==> run_1/placed.png <==
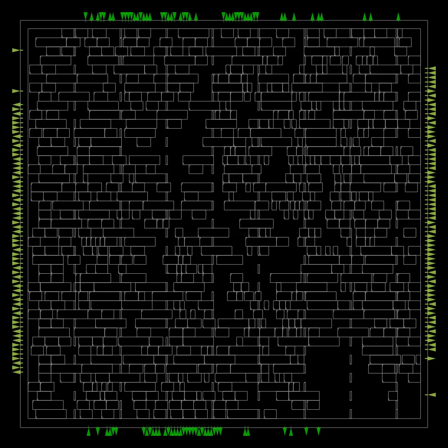
==> run_1/m4.png <==
The bar under the picture is 20 um long. Supply wires on this layer in gray.
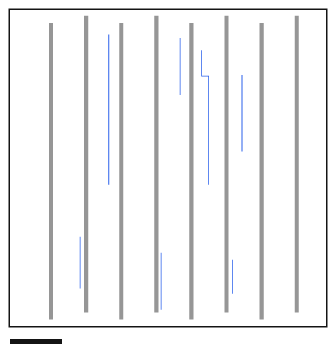
==> run_1/clock_wires.png <==
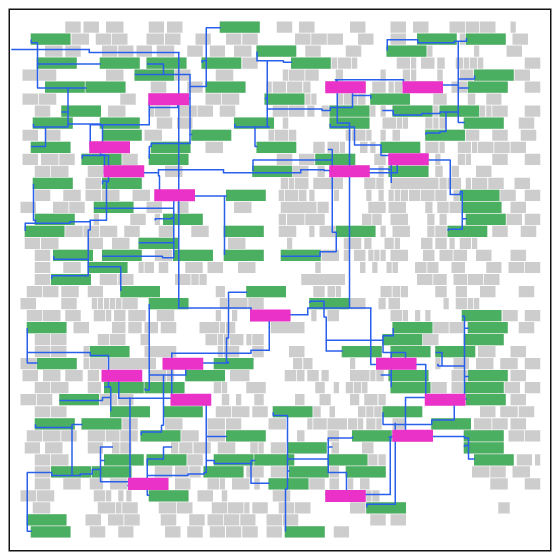
==> run_1/route_heat.png <==
The bar under the picture is 20 um long. The die is cut into 24 by 24 equal tiles; dark purple is low, yellow is high, scaled to the fullest tile. Values are wire area over tile area, all layers added.
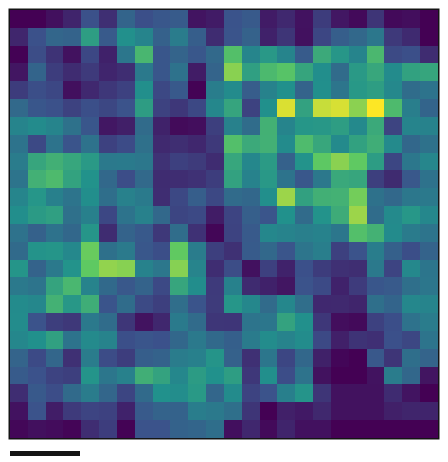
**src/rtl/lsu_pkg.sv**
```systemverilog
// Shared definitions for the load/store unit: funct3 codes, FSM states, fault causes
// and the store lane-encoding helpers.
package lsu_pkg;

  localparam logic [2:0] F3_B  = 3'd0;
  localparam logic [2:0] F3_H  = 3'd1;
  localparam logic [2:0] F3_W  = 3'd2;
  localparam logic [2:0] F3_BU = 3'd4;
  localparam logic [2:0] F3_HU = 3'd5;

  typedef enum logic [1:0] {ST_IDLE, ST_REQ, ST_WAIT} state_t;

  localparam logic [1:0] CAUSE_NONE     = 2'b00;
  localparam logic [1:0] CAUSE_MISALIGN = 2'b01;
  localparam logic [1:0] CAUSE_ILLEGAL  = 2'b10;
  localparam logic [1:0] CAUSE_TIMEOUT  = 2'b11;

  function automatic logic f3_legal(input logic is_store, input logic [2:0] f3);
    logic ok;
    if (is_store) ok = (f3 <= F3_W);
    else          ok = (f3 == F3_B) || (f3 == F3_H) || (f3 == F3_W) ||
                       (f3 == F3_BU) || (f3 == F3_HU);
    return ok;
  endfunction

  // funct3[1:0] carries the access size for both loads and stores.
  function automatic logic misaligned(input logic [2:0] f3, input logic [1:0] off);
    logic bad;
    case (f3[1:0])
      2'd1:    bad = off[0];
      2'd2:    bad = (off != 2'd0);
      default: bad = 1'b0;
    endcase
    return bad;
  endfunction

  function automatic logic [3:0] byte_enables(input logic [2:0] f3, input logic [1:0] off);
    logic [3:0] be;
    case (f3[1:0])
      2'd0:    be = 4'b0001 << off;
      2'd1:    be = 4'b0011 << off;
      default: be = 4'b1111;
    endcase
    return be;
  endfunction

  function automatic logic [31:0] lane_data(input logic [2:0] f3, input logic [31:0] d);
    logic [31:0] w;
    case (f3[1:0])
      2'd0:    w = {4{d[7:0]}};
      2'd1:    w = {2{d[15:0]}};
      default: w = d;
    endcase
    return w;
  endfunction

endpackage

```
**src/rtl/load_align.sv**
```systemverilog
// Selects the addressed byte/half of a read word and sign- or zero-extends it.
module load_align
  import lsu_pkg::*;
(
  input  logic [31:0] rdata,
  input  logic [1:0]  off,
  input  logic [2:0]  funct3,
  output logic [31:0] result
);

  logic [7:0]  lane_b;
  logic [15:0] lane_h;

  assign lane_b = rdata[8*off +: 8];
  assign lane_h = off[1] ? rdata[31:16] : rdata[15:0];

  always_comb begin
    result = rdata;
    case (funct3)
      F3_B:    result = {{24{lane_b[7]}}, lane_b};
      F3_H:    result = {{16{lane_h[15]}}, lane_h};
      F3_BU:   result = {24'd0, lane_b};
      F3_HU:   result = {16'd0, lane_h};
      default: result = rdata;
    endcase
  end

endmodule

```
**src/rtl/load_store_unit.sv**
```systemverilog
// Memory-access stage: req/gnt/rvalid handshake with data memory, pipeline stall,
// bus-fault detection and a registered, aligned load result.
module load_store_unit
  import lsu_pkg::*;
#(
  parameter int TIMEOUT_CYCLES = 16
) (
  input  logic        clock,
  input  logic        reset,
  input  logic        io_valid,
  input  logic        io_is_store,
  input  logic [2:0]  io_funct3,
  input  logic [31:0] io_addr,
  input  logic [31:0] io_store_data,
  output logic        io_stall,
  output logic [31:0] io_data_mem,
  output logic        io_load_done,
  output logic        io_fault,
  output logic [1:0]  io_fault_cause,
  output logic        mem_req,
  output logic        mem_we,
  output logic [31:0] mem_addr,
  output logic [3:0]  mem_be,
  output logic [31:0] mem_wdata,
  input  logic        mem_gnt,
  input  logic        mem_rvalid,
  input  logic [31:0] mem_rdata
);

  localparam int CNT_W = $clog2(TIMEOUT_CYCLES) + 1;

  state_t             state, state_nx;
  logic [2:0]         f3_q;
  logic [1:0]         off_q;
  logic [CNT_W-1:0]   wait_cnt;
  logic               accept, bad_f3, bad_align, start_op, timeout_hit;
  logic [31:0]        ld_result;

  assign accept      = (state == ST_IDLE) && io_valid;
  assign bad_f3      = !f3_legal(io_is_store, io_funct3);
  assign bad_align   = misaligned(io_funct3, io_addr[1:0]);
  assign start_op    = accept && !bad_f3 && !bad_align;
  // Last WAIT cycle without rvalid; rvalid in that same cycle still wins.
  assign timeout_hit = (state == ST_WAIT) && !mem_rvalid &&
                       (wait_cnt == CNT_W'(TIMEOUT_CYCLES - 1));
  assign io_stall    = (state != ST_IDLE);

  always_comb begin
    state_nx = state;
    case (state)
      ST_IDLE: if (start_op) state_nx = ST_REQ;
      ST_REQ:  if (mem_gnt) state_nx = mem_we ? ST_IDLE : ST_WAIT;
      ST_WAIT: if (mem_rvalid || timeout_hit) state_nx = ST_IDLE;
      default: state_nx = ST_IDLE;
    endcase
  end

  always_ff @(posedge clock or negedge reset) begin
    if (!reset) state <= ST_IDLE;
    else        state <= state_nx;
  end

  // Request stage: captured at acceptance, held stable on the bus until gnt.
  always_ff @(posedge clock or negedge reset) begin
    if (!reset) begin
      mem_req   <= 1'b0;
      mem_we    <= 1'b0;
      mem_addr  <= 32'd0;
      mem_be    <= 4'd0;
      mem_wdata <= 32'd0;
      f3_q      <= 3'd0;
      off_q     <= 2'd0;
    end else if (start_op) begin
      mem_req   <= 1'b1;
      mem_we    <= io_is_store;
      mem_addr  <= {io_addr[31:2], 2'b00};
      mem_be    <= byte_enables(io_funct3, io_addr[1:0]);
      mem_wdata <= lane_data(io_funct3, io_store_data);
      f3_q      <= io_funct3;
      off_q     <= io_addr[1:0];
    end else if ((state == ST_REQ) && mem_gnt) begin
      mem_req   <= 1'b0;
    end
  end

  always_ff @(posedge clock or negedge reset) begin
    if (!reset)                           wait_cnt <= '0;
    else if ((state == ST_REQ) && mem_gnt) wait_cnt <= '0;
    else if (state == ST_WAIT)             wait_cnt <= wait_cnt + CNT_W'(1);
  end

  load_align u_align (
    .rdata  (mem_rdata),
    .off    (off_q),
    .funct3 (f3_q),
    .result (ld_result)
  );

  // Response stage: single-cycle done/fault pulses and the held load result.
  always_ff @(posedge clock or negedge reset) begin
    if (!reset) begin
      io_data_mem    <= 32'd0;
      io_load_done   <= 1'b0;
      io_fault       <= 1'b0;
      io_fault_cause <= CAUSE_NONE;
    end else begin
      io_load_done   <= 1'b0;
      io_fault       <= 1'b0;
      io_fault_cause <= CAUSE_NONE;
      if (accept && bad_f3) begin
        io_fault       <= 1'b1;
        io_fault_cause <= CAUSE_ILLEGAL;
      end else if (accept && bad_align) begin
        io_fault       <= 1'b1;
        io_fault_cause <= CAUSE_MISALIGN;
      end else if ((state == ST_WAIT) && mem_rvalid) begin
        io_data_mem    <= ld_result;
        io_load_done   <= 1'b1;
      end else if (timeout_hit) begin
        io_fault       <= 1'b1;
        io_fault_cause <= CAUSE_TIMEOUT;
      end
    end
  end

endmodule

```
**config.mk**
```make
export PLATFORM = sky130hd
export DESIGN_NAME = load_store_unit
export DESIGN_NICKNAME = d
export VERILOG_FILES = /design/src/rtl/lsu_pkg.sv /design/src/rtl/load_align.sv /design/src/rtl/load_store_unit.sv
export SDC_FILE = /design/constraint.sdc
export NUM_CORES = 1
export LEC_CHECK = 0
export CAP_MARGIN = 20
export CORE_MARGIN = 2
export CORE_UTILIZATION = 40
export CTS_BUF_LIST = sky130_fd_sc_hd__clkbuf_16
export CTS_CLUSTER_SIZE = 25
export DETAILED_ROUTE_END_ITERATION = 12
export HOLD_SLACK_MARGIN = 0.05
export PLACE_DENSITY_LB_ADDON = 0.12
export SYNTH_ARGS = -nofsm -noshare
export SYNTH_HDL_FRONTEND = slang
export SYNTH_SLANG_ARGS = --single-unit
```
**constraint.sdc**
```tcl
create_clock -name clock -period 4.55 [get_ports clock]
set_input_delay 0.91 -clock clock [delete_from_list [all_inputs] [get_ports clock]]
set_output_delay 0.91 -clock clock [all_outputs]
set_load 0.01 [all_outputs]
```
==> impl_metrics.tcl, run 1 <==
# collected from the flow reports
set metrics [dict create \
    outcome "complete, no violations" \
    chipWidth_um 122 \
    layoutNonFillerInstCount 896 \
    hold-path-cell-count 2 \
    first_global_vias 4863 \
    maxSlewViolCount 0 \
    crit_cells 8 \
    grtUsageMet2 0.340 \
    aoi_share 0.146 \
    post_cts.repair.setup_buffers 0 \
    layout_worst_path_cycle_share 0.788 \
    regToRegEndpoint "io_data_mem[25]$_DFFE_PN0P_" \
    detail_route.iter0.violations 397 \
    netlist_area_mm2 0.00559 \
    setup_total_negative_slack_ns 0 \
    critical-path-max-stage-delay_ns 0.65 \
    power.switching_fraction 0.319 \
    design_area_mm2 0.00838 \
    place.port_buffers 209 \
    maxCapViolations 0 \
    worst_skew_pair.late_latency_ns 0.41 \
    tightest_pin_transition_ns 0.844 \
    pwr-share-clk 0.250 \
    floorplanUtilization 0.406 \
    ys_seq_frac 0.520 \
    routabilityCongestion 0.839 \
    track_usage 0.218 \
    synth_flops 116 \
    r2r_setup_slack_ns 2.11 \
    post_cts_resized 0 \
    worst_setup_hold_path_clk_slew_ns 0.05 \
    syn2layout_area_growth_pct 50.1 \
    fill_cells 1205 \
    tool_warnings 28 \
    via_per_inst 5.36 \
    ys_sh_adder 0.0112 \
    xor_area_frac 0 \
    fp.coreArea_mm2 0.0138 \
    dp.final_hpwl_um 11300 \
    grt_first_pass_wirelength_um 24900 \
    grt_setup_unrepaired "false" \
    vias 4800 \
]
-- placed.png (at the start) --
utilization after layout: 0.609
count of standard-cell rows: 43

-- m4.png (at the start) --
The layer carries 218 um of wire. The longest straight run is 57.8 um. 5 nets have wire on it. The layer holds 1.4% of the routed length.

-- clock_wires.png (at the start) --
flip-flops: marked green, count 116. clock wires: marked blue, length 1630 um. clock-net drivers: marked magenta, count 17.
Position of the flops: spread over the die. There are 18 routed clock nets.

-- route_heat.png (at the start) --
The mean over all tiles is 0.18. The fullest tile reaches 0.53. The emptiest ninth of the die: lower right.

[run 1: power by group through the flow]
stage	logic, mW	clock network [mW]	registers [mW]
after floorplan	0.713	0	1.89
after global placement	1.92	0	1.78
after detailed placement	1.94	0	1.80
after CTS	1.95	1.27	1.79
after global routing	2.16	1.32	1.81
final	1.98	1.25	1.76
[run 1: sequential cells by signal, indices dropped and copies added, names as in the netlist]
signal	cells
io_fault	1
off_q	2
mem_addr	30
mem_wdata	32
io_load_done	1
io_data_mem	32
mem_be	4
mem_req	1
io_fault_cause	2
state	2
mem_we	1
wait_cnt	5
f3_q	3
[run 1: Yosys cell counts (all sizes together) (6+ instances only)]
master | instances | area, um^2
a221oi | 17 | 149
nand2b | 6 | 37.5
buf | 16 | 86.3
inv | 7 | 26.3
a211oi | 9 | 72.6
clkbuf | 21 | 78.8
mux2 | 84 | 946
nor3 | 16 | 80.1
a22oi | 8 | 60.1
o21ai | 10 | 50.0
nor2 | 37 | 139
o21a | 9 | 67.6
o31ai | 8 | 60.1
dfrtp | 116 | 2900
a311oi | 8 | 70.1
a22o | 8 | 70.1
a21oi | 25 | 125
nand2 | 62 | 235
[run 1: cells by family (layout without fill, tap and decap cells)]
logic type,after synthesis,count (layout)
multiplexers,87,87
AND-OR/OR-AND,113,113
buffers and inverters,45,257
AND/OR/NAND/NOR,136,136
flip-flops,116,116
other,1,2
adder cells (fa/ha/maj),5,5
[run 1: final cells by class]
| class | instances | area [um^2] | share of cell area |
|---|---|---|---|
| flip-flops and latches | 116 | 2900 | 0.346 |
| multi-input cells | 343 | 2490 | 0.297 |
| repair buffers | 217 | 2180 | 0.260 |
| clock buffers | 17 | 425 | 0.0507 |
| well taps | 180 | 225 | 0.0269 |
| clock inverters | 15 | 125 | 0.0149 |
| inverters | 8 | 30.0 | 0.00358 |
==> run_1/ff_map.png <==
Other sequential cells in the stronger gray, the rest of the logic in the fainter gray.
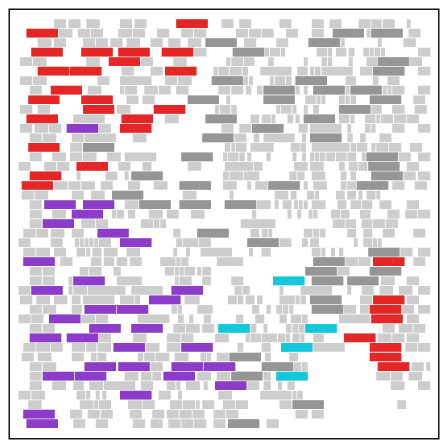

==> run 2: changes to the inputs <==
==> constraint.sdc (replaced) <==
create_clock -name clock -period 3.3 [get_ports clock]
set_input_delay 0.66 -clock clock [delete_from_list [all_inputs] [get_ports clock]]
set_output_delay 0.66 -clock clock [all_outputs]
set_load 0.01 [all_outputs]
==> run_2/ff_map.png <==
Other sequential cells in the stronger gray, the rest of the logic in the fainter gray.
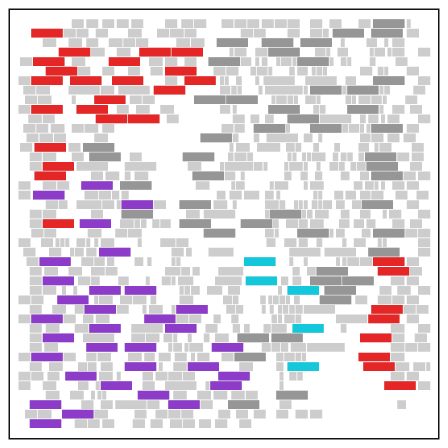
wait_cnt: marked cyan, sequential cells 5. mem_addr: marked red, sequential cells 30, where spread over the die. mem_wdata: marked purple, sequential cells 32.

==> run_2/m4.png <==
The bar under the picture is 20 um long. Supply wires on this layer in gray.
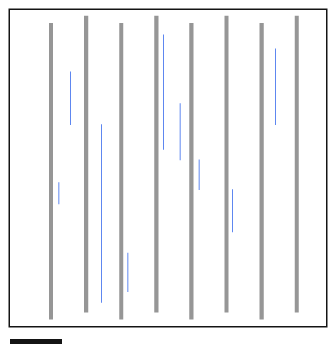
The wires run mostly vertical. The layer holds 1.5% of the routed length. The layer carries 235 um of wire. The longest straight run is 68.7 um.

==> run_2/route_heat.png <==
The bar under the picture is 20 um long. The die is cut into 24 by 24 equal tiles; dark purple is low, yellow is high, scaled to the fullest tile. Values are wire area over tile area, all layers added.
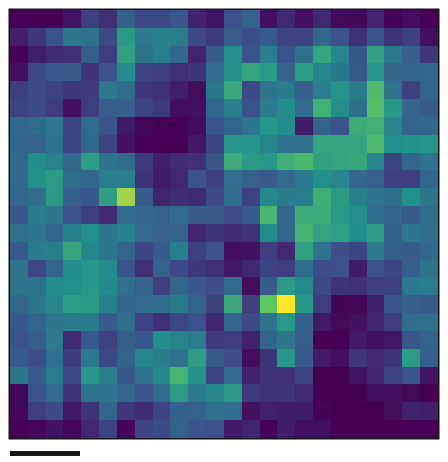
The emptiest ninth of the die: lower right. 12% of the tiles are over half the peak. The fullest tile reaches 0.59. 6.6% of the tiles are nearly empty. The mean over all tiles is 0.17.

==> run 2 against run 1 <==
- largest power group unchanged
- sequential power up 37%
- final cell count increased by 0.22%
- clock skew grew 0.0017 ns
- register-to-register slack got worse by 1.2 ns
- worst hold slack got worse by 0.16 ns
- power is 36% higher
- sequential cell count unchanged
- area after synthesis stayed put
- non-clock buffer count grew 4
- via count down 1.7%
==> impl_metrics.tcl, run 2 <==
# collected from the flow reports
set metrics [dict create \
    netlist_area_mm2 0.00559 \
    routabilityCongestion 0.857 \
    layout_top_registers "io_data_mem x32, mem_wdata x32, mem_addr x30" \
    tool_warnings 28 \
    cts.hold.buffers_added 0 \
    drc 0 \
    critPathKind "in2reg" \
    regToRegEndpoint "io_data_mem[10]$_DFFE_PN0P_" \
    n_antenna_cell 0 \
    critical-path-max-stage-delay_ns 0.59 \
    cts_buffer_depth 2 \
    track_usage 0.217 \
    detail_route.iter0.violations 343 \
    top_area_cell_type_share_of_the_netlist_area 0.520 \
    grt_antenna_before_repair 0 \
    place.port_buffers 209 \
    required_ns 3.54 \
    dr.pass1.iters 4 \
    type_of_the_worst_min_delay_path "in2async" \
    edf_count 0 \
    grt_setup_unrepaired "false" \
    post_cts_resized 0 \
    ctsRootBufferMaster "sky130_fd_sc_hd__clkbuf_16" \
    post_synth_inst_count 503 \
    maxSlewViolCount 0 \
    via_per_inst 5.26 \
    post_synth.cell_area_avg_um2 11.1 \
    r2r.worst_path.cells 4 \
    layout_min_cycle_time_ns 2.37 \
    h-tree-depth 4 \
    floorplanUtilization 0.406 \
    routed_wl_um 15600 \
    synth_flops 116 \
    critical_path_end_type "flop" \
    topCellsByArea "sky130_fd_sc_hd__dfrtp_1 (52%), sky130_fd_sc_hd__mux2_1 (16%), sky130_fd_sc_hd__nand2_1 (4.1%)" \
    syn2layout_area_growth_pct 50.3 \
    postSynth.asyncResetShare 1.00 \
    fp.dieArea_mm2 0.0149 \
    layout_worst_path_cycle_share 0.719 \
    setup_total_negative_slack_ns 0 \
    outcome "complete, no violations" \
    cts_tree "built" \
    die_height_um 122 \
    largest_net_degree_at_the_start_of_global_routing 58 \
    dp.final_hpwl_um 11200 \
    fin_nets 817 \
    number_of_cell_instances_after_yosys_synthesis 503 \
    largest_area_cell "sky130_fd_sc_hd__dfrtp_1" \
    final-setup-viol-count 0 \
    flip_flop_cell_with_the_highest_count_after_synthesis "sky130_fd_sc_hd__dfrtp_1" \
    r2r_setup_slack_ns 0.95 \
    ys_top_cells_by_count "sky130_fd_sc_hd__dfrtp_1 (116), sky130_fd_sc_hd__mux2_1 (80), sky130_fd_sc_hd__nand2_1 (61)" \
    chipWidth_um 122 \
    fin_total_pwr_mw 6.81 \
    post_drt_wl_per_cell_um 17.3 \
    yosys_warning_count 0 \
    grt_first_pass_wirelength_um 25000 \
    row_count 43 \
    fin_clk_skew_ns 0.00690 \
    vdd_drop_max_v 0.000413 \
    worst_setup_hold_path_clk_slew_ns 0.05 \
    fmax_ghz 0.421 \
    synth_top_cell_by_count "sky130_fd_sc_hd__dfrtp_1" \
    post_route_cells_drive_above_1_share 0.0724 \
    crit_chain "clkdlybuf4s50_1 -> mux4_2 -> and2b_1 -> a211oi_2 -> a211oi_1" \
    worst_skew_pair.late_latency_ns 0.41 \
    synth_cell_types 49 \
    vias 4720 \
    maxCapViolations 0 \
    fp.coreArea_mm2 0.0138 \
    ys_seq_frac 0.520 \
    critPathLaunch "mem_rdata[31]" \
    post_cts.repair.setup_buffers 0 \
    cts_sinks 116 \
    pwr_density_cell_mw_per_mm2 811 \
    cp-endpoint "io_data_mem[10]$_DFFE_PN0P_" \
    most-common-layout-cells "sky130_fd_sc_hd__clkdlybuf4s50_1 (208), sky130_fd_sc_hd__dfrtp_1 (116), sky130_fd_sc_hd__mux2_1 (80)" \
    critical_path_peak_fanout 8 \
    maxSlewHeadroom 0.431 \
    cts_buffers 17 \
    first_global_vias 4925 \
    grt_overflow_total 0 \
    rr_startpoint "off_q[1]$_DFFE_PN0P_" \
    tightest_pin_transition_ns 0.851 \
]
## run 2: cell counts after synthesis
Identical to the previous run, type by type.
## run 2: routing by layer
layer / vias up / GRT usage / share of wire
li1: 2229 / - / -
met1: 2283 / 0.271 / 0.42
met2: 187 / 0.348 / 0.47
met3: 21 / 0.0810 / 0.090
met4: 0 / 0.0740 / 0.015
met5: - / 0 / 0
## run 2: cell families (layout without fill, tap and decap cells)
logic type,Yosys count,count (layout),synth area share
other,1,2,0.000671
adders and majority gates,5,5,0.0112
and+or+nand+nor,136,136,0.111
buffers and inverters,45,259,0.0349
muxes,87,87,0.177
AOI/OAI and AO/OA,113,113,0.146
DFF,116,116,0.520
## run 2: area by class of cell
class	count	area (um^2)
inverter	8	30.0
timing repair buffer	221	2220
fill	1192	5380
tap	180	225
clock buffer	17	425
sequential	116	2900
clock inverter	13	105
multi-input combinational	343	2490
## run 2: power breakdown
part | switching, mW | leakage [nW] | internal [mW]
Clock | 0.587 | 0.281 | 1.07
Sequential | 0.393 | 1.39 | 2.03
Combinational | 1.16 | 1.87 | 1.57
Total | 2.14 | 3.54 | 4.67
## run 2: stage by stage
step | worst slack, ns | instances | cell area (um^2) | hold slack (ns) | utilization
finish | 0.926 | 898 | 8400 | 0.322 | 0.610
global route | 0.780 | 898 | 8400 | 0.369 | 0.610
CTS | 0.933 | 898 | 8400 | 0.343 | 0.610
detailed placement | 0.515 | 868 | 7870 | 0.471 | 0.571
global placement | 0.558 | 868 | 7870 | 0.468 | 0.571
floorplan | 0.708 | 504 | 5590 | 0.364 | -
## run 2: critical path: cells and delay by family
family,cells,cell delay (ns)
AOI/OAI and AO/OA,2,0.77
buffers and inverters,1,0.49
muxes,1,0.49
and+or+nand+nor,1,0.21
==> run_2/placed.png <==
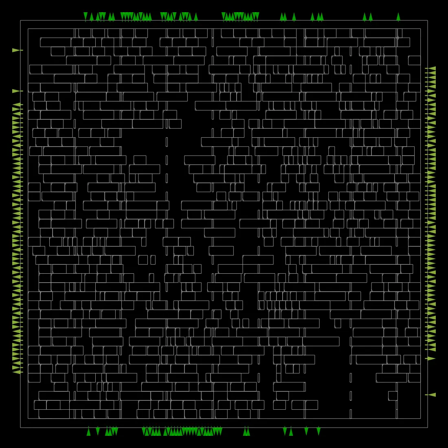

==> run 3: changes to the inputs <==
==> constraint.sdc (replaced) <==
create_clock -name clock -period 2.3 [get_ports clock]
set_input_delay 0.46 -clock clock [delete_from_list [all_inputs] [get_ports clock]]
set_output_delay 0.46 -clock clock [all_outputs]
set_load 0.01 [all_outputs]
==> run_3/placed.png <==
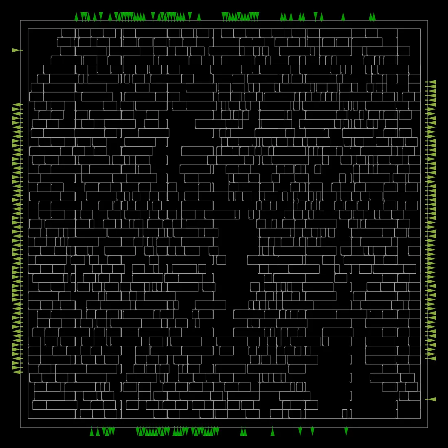
Fillers: 1160
non-filler instance count after layout: 919

==> run_3/clock_wires.png <==
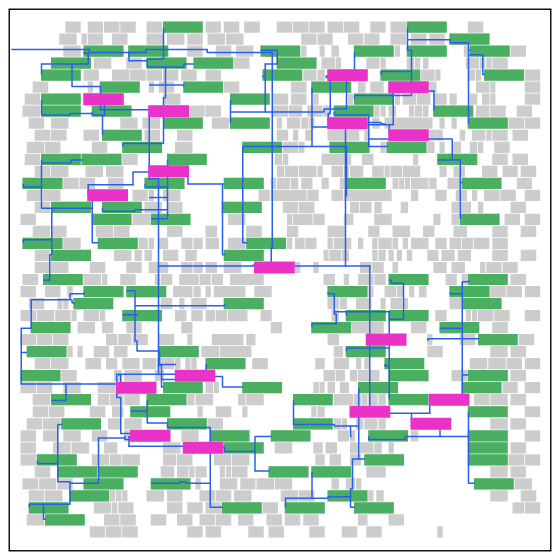
flip-flops: marked green, count 116. clock wires: marked blue, length 1580 um. clock-net drivers: marked magenta, count 17.
There are 18 routed clock nets. Position of the flops: spread over the die.

==> run_3/ff_map.png <==
Other sequential cells in the stronger gray, the rest of the logic in the fainter gray.
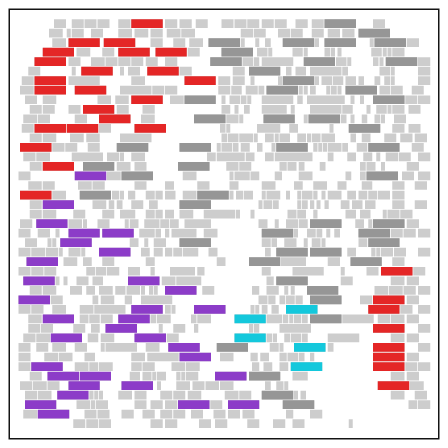
mem_wdata: marked purple, sequential cells 32. mem_addr: marked red, sequential cells 30, where spread over the die. wait_cnt: marked cyan, sequential cells 5.

==> run 3 against run 2 <==
- critical path depth fell by 2
- non-clock buffer count rose by 22
- clock skew barely moved
- sequential power rose by 42%
- sequential share of layout area fell by 0.77 points
- core utilization rose by 1.4 points
==> impl_metrics.tcl, run 3 <==
# collected from the flow reports
set metrics [dict create \
    detail_route.iter0.violations 285 \
    cts_sinks 116 \
    die_height_um 122 \
    ctsRootBufferMaster "sky130_fd_sc_hd__clkbuf_16" \
    cts_buffer_depth 2 \
    ys_top_cells_by_count "sky130_fd_sc_hd__dfrtp_1 (116), sky130_fd_sc_hd__mux2_1 (80), sky130_fd_sc_hd__nand2_1 (61)" \
    design_area_mm2 0.00859 \
    post_drt_wl_per_cell_um 17.0 \
    fp.coreArea_mm2 0.0138 \
    area_post_placement_mm2 0.00805 \
    routed_wl_um 15600 \
    chipWidth_um 122 \
    worst_setup_hold_path_clk_slew_ns 0.05 \
    edf_count 0 \
    rr_startpoint "state[0]$_DFFE_PN0P_" \
    fin_clk_skew_ns 0.00703 \
    worst_slack_ns 0.196 \
    cts_buffers 17 \
    postSynth.asyncResetShare 1.00 \
    netlist_area_mm2 0.00559 \
    type_of_the_worst_min_delay_path "reg2reg" \
    dr.pass1.iters 5 \
    critical_path_peak_fanout 14 \
    ys_seq_frac 0.520 \
    critical_path_end_type "output port" \
    place.port_buffers 209 \
    outcome "complete, no violations" \
    row_count 43 \
    topCellsByArea "sky130_fd_sc_hd__dfrtp_1 (52%), sky130_fd_sc_hd__mux2_1 (16%), sky130_fd_sc_hd__nand2_1 (4.1%)" \
    largest_net_degree_at_the_start_of_global_routing 53 \
    post_synth.cell_area_avg_um2 11.1 \
    worst_skew_pair.late_latency_ns 0.40 \
    first_global_vias 4956 \
    syn2layout_area_growth_pct 53.8 \
    fp.dieArea_mm2 0.0149 \
    maxCapViolations 0 \
    post_cts.repair.setup_buffers 0 \
    most-common-layout-cells "sky130_fd_sc_hd__clkdlybuf4s50_1 (208), sky130_fd_sc_hd__dfrtp_1 (116), sky130_fd_sc_hd__mux2_1 (80)" \
    yosys_warning_count 0 \
    flip_flop_cell_with_the_highest_count_after_synthesis "sky130_fd_sc_hd__dfrtp_1" \
    fin_total_pwr_mw 9.87 \
    holdWs_ns 0.478 \
    post_route_cells_drive_above_1_share 0.100 \
    post_synth_inst_count 503 \
    fmax_ghz 0.475 \
    top_area_cell_type_share_of_the_netlist_area 0.520 \
    cts.hold.buffers_added 1 \
    grt_antenna_before_repair 0 \
    layout_worst_path_cycle_share 0.915 \
    tool_warnings 28 \
    cts_tree "built" \
    worst_setup_slack_post_dpl_ns -0.220 \
    via_per_inst 5.29 \
    vdd_drop_max_v 0.000550 \
    setup_total_negative_slack_ns 0 \
    fin_nets 839 \
    track_usage 0.213 \
    grt_overflow_total 0 \
    layout.core_utilization 0.624 \
    largest_area_cell "sky130_fd_sc_hd__dfrtp_1" \
    floorplanUtilization 0.406 \
]
## run 3: cell counts after synthesis
Identical to the previous run, type by type.
## run 3: cell families after synthesis
kind of cell,synth area share
and+or+nand+nor,0.111
DFF,0.520
AOI/OAI and AO/OA,0.146
muxes,0.177
buffers and inverters,0.0349
adders and majority gates,0.0112
other,0.000671
## run 3: area by class of cell
type                    count  area (um^2)  area share
clock buffers              17          425      0.0495
multi-input cells         343         2490       0.290
well taps                 180          225      0.0262
repair buffers            243         2410       0.281
inverters                   8         30.0     0.00350
clock inverters            12          101      0.0118
flip-flops and latches    116         2900       0.338
## run 3: report_power, final
part | switching, mW | internal, mW
clock network | 0.864 | 1.54
registers | 0.520 | 2.91
logic | 1.73 | 2.31
total | 3.11 | 6.75
## run 3: worst paths after layout
| path | to | cells past startpoint | slack (ns) |
|---|---|---|---|
| max | io_stall | 3 | 0.20 |
| min | io_data_mem[4]$_DFFE_PN0P_ | 2 | 0.48 |
| max reg2reg | io_data_mem[16]$_DFFE_PN0P_ | 5 | 0.39 |
| min reg2reg | io_data_mem[4]$_DFFE_PN0P_ | 2 | 0.48 |
| max in group asynchronous | mem_addr[8]$_DFFE_PN0P_ | 3 | 1.12 |
| min in group asynchronous | mem_addr[16]$_DFFE_PN0P_ | 2 | 0.52 |
## run 3: per-layer routing
layer | global-route usage | vias up | part of all wire
met5 | 0 | - | 0
met2 | 0.336 | 193 | 0.46
li1 | - | 2273 | -
met1 | 0.266 | 2371 | 0.42
met3 | 0.0791 | 22 | 0.093
met4 | 0.0833 | 0 | 0.021
## run 3: worst max-delay path: stages, from the launching register on
cell	delay, ns
sky130_fd_sc_hd__dfrtp_1	0.37
sky130_fd_sc_hd__buf_4	0.18
sky130_fd_sc_hd__or2_1	0.22
sky130_fd_sc_hd__clkdlybuf4s50_1	0.47
Power figures rest on the tool's default switching activity, not on a simulated workload.
